Design ultrasonido_scheduler, sky130hd; sources not shown.
Fig. 1: local utilization
10 x 10 tiles, from black (low) to pale yellow (high), 0 to 100% covered.
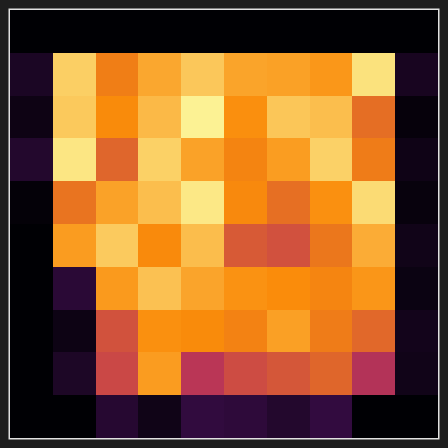
The fullest tile reaches 97%. The emptiest ninth of the die: lower left. The densest ninth of the die: centre.
Core Util, Final: 72.2%
floorplan utilization: 59.6%
core area: 6350 um2

Fig. 2: cells coloured by class
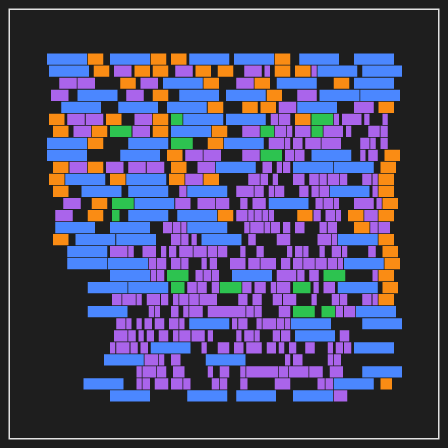
Key: purple = remaining logic cells [cells 271]; blue = registers [cells 76]; orange = remaining buffers and delay cells [cells 60]; green = clock drivers and dummy loads [cells 16]
flop share of the area: 41.5%
Non-Filler Cell Area, Final: 4580 um2
Rows: 29

Fig. 3: sequential cells grouped by signal name
Other sequential cells in the stronger grey, the rest of the logic in the fainter grey.
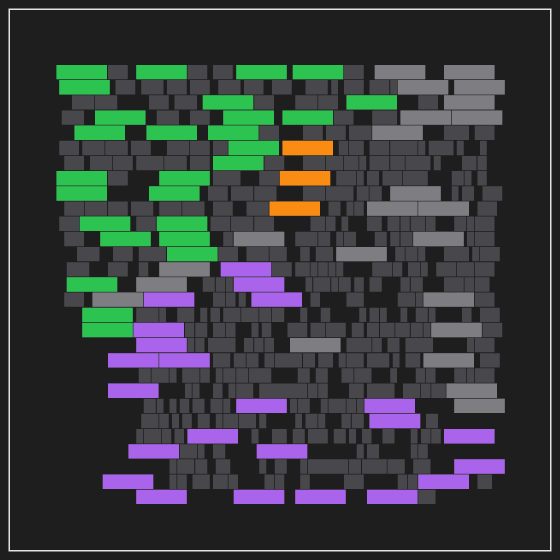
Key: green = distance [placed flops 27]; orange = mask_q [placed flops 3]; purple = cnt_q [placed flops 23]
Another 23 sequential cells are not coloured.
sequential cell power: 438 uW
Storage cell area: 1900 um2

==> results.sh <==
# implementation run metrics
export IMPL_grt_pass1_wl_um=15300
export IMPL_ys_types=55
export IMPL_mux_area_share_pct=9.45
export IMPL_clockBufferDepth=2
export IMPL_via_count=3042
export IMPL_synthXorXnorAreaFrac_pct=2.54
export IMPL_cts_root_buf="clkbuf_8"
export IMPL_pre_cts_slack_ns=3.86
export IMPL_crit_buf_inv=2
export IMPL_period_minus_slack_ns=3.63
export IMPL_min_path_type="flip-flop to flip-flop"
export IMPL_grt_pass1_vias=3009
export IMPL_die_area_um2=9370
export IMPL_fmax_mhz=275
export IMPL_buffer_area_share_pct=13.1
export IMPL_yosys_area_top_type="dfrtp_1"
export IMPL_hold_depth=0
export IMPL_simple_gate_share_pct=19.1
export IMPL_ios=61
export IMPL_rsz0062_at_grt="no"
export IMPL_met3_length_um=599
export IMPL_ir_worst_vdd_mv=0.134
export IMPL_tightest_slew_ns=0.919
export IMPL_yosys_top_cells_area="dfrtp_1 50%, mux2_2 8.9%, nor2_1 3.6%"
export IMPL_fillerInstances=475
export IMPL_cts_resized=0
export IMPL_cp_depth=9
export IMPL_hold_buffers=0
export IMPL_cts_buffers=9
export IMPL_synth_nets=389
export IMPL_grt_use_total_pct=19.8
export IMPL_p_leak_uw=0.00190
export IMPL_globalplace_congestion=0.969
export IMPL_ant_nets=0
export IMPL_met3_usage_pct=6.19
export IMPL_cts_setup_buffers=0
export IMPL_critPathLaunchType="flip-flop"
export IMPL_first_iter_violations=174
export IMPL_setup_tns_ns=0
export IMPL_clock_cell_area_share_pct=3.96
export IMPL_rr_worst_depth=6
export IMPL_inverters=13
export IMPL_antenna_found_initial=0
export IMPL_drc=0
export IMPL_cts_htree_levels=3
export IMPL_synthTopLogicFamily="simple AND/OR/NAND/NOR gates"
export IMPL_worstSetupPathType="flip-flop to output port"
export IMPL_hold_viol=0
export IMPL_maxCapViolCount=0
export IMPL_max_slew_margin_rel_pct=38.7
export IMPL_die_x_um=96.8
export IMPL_met1_length_um=3740
export IMPL_yosys_cells=361
export IMPL_ys_sh_adder_pct=2.31
export IMPL_synth_flops=76
export IMPL_n_all_buffers=60
export IMPL_top_layer_used="met4"
export IMPL_final_cell_mix="76 x dfrtp_1, 59 x clkdlybuf4s50_1, 36 x nor2_1, 30 x mux2_2, 25 x o21ai_0"
export IMPL_grt_max_degree=77
export IMPL_cpMostUsedCell="a21oi_1"
export IMPL_cp_data_required_time_ns=6.20
export IMPL_syn_area_per_cell_um2=10.5
export IMPL_fin_crit_sh_pct=49.8
export IMPL_logic_gates=258
export IMPL_crit_path_cell_trace="inv_1, ha_1, nand3b_1, a21oi_1, a21oi_1, nor2_1, o21ai_0, a21oi_1, clkdlybuf4s50_1"
export IMPL_aoi_share_pct=13.0
export IMPL_openroad_warnings=31
export IMPL_nets=446
export IMPL_r2r_slack_ns=4.56
export IMPL_cts_sinks=76
export IMPL_wl_um=9120
export IMPL_netlist_area_leader_share_pct=50.2
export IMPL_fin_ws_ns=3.67
export IMPL_yosysChipArea_um2=3790
export IMPL_outcome="finished, final reports clean"
export IMPL_crit_family="buffers and inverters"
export IMPL_grt_busiest_layer="met2"
export IMPL_largest_reg_flops=27
export IMPL_slew_violations=0
export IMPL_syn_inst=361
export IMPL_dieHeight_um=96.8
export IMPL_dpl_hpwl_um=6550
export IMPL_syn_area_um2=3790
export IMPL_layout_top_cell="dfrtp_1"
==> power by group <==
group          switching, uW  leakage, uW  total [uW]  internal, uW
clock                    168    0.0000886         297           129
combinational           25.5     0.000911        56.4          30.9
sequential              5.55     0.000899         438           432
==> through the flow <==
| step | hold WS (ns) | std cells | util (%) | total power [uW] |
|---|---|---|---|---|
| floorplan | 0.331 | 361 | - | 461 |
| global placement | 0.332 | 484 | 69.3 | 501 |
| detailed placement | 0.335 | 484 | 69.3 | 503 |
| CTS | 0.353 | 500 | 72.2 | 799 |
| global route | 0.357 | 500 | 72.2 | 820 |
| finish | 0.351 | 500 | 72.2 | 791 |
Power figures rest on the tool's default switching activity, not on a simulated workload.
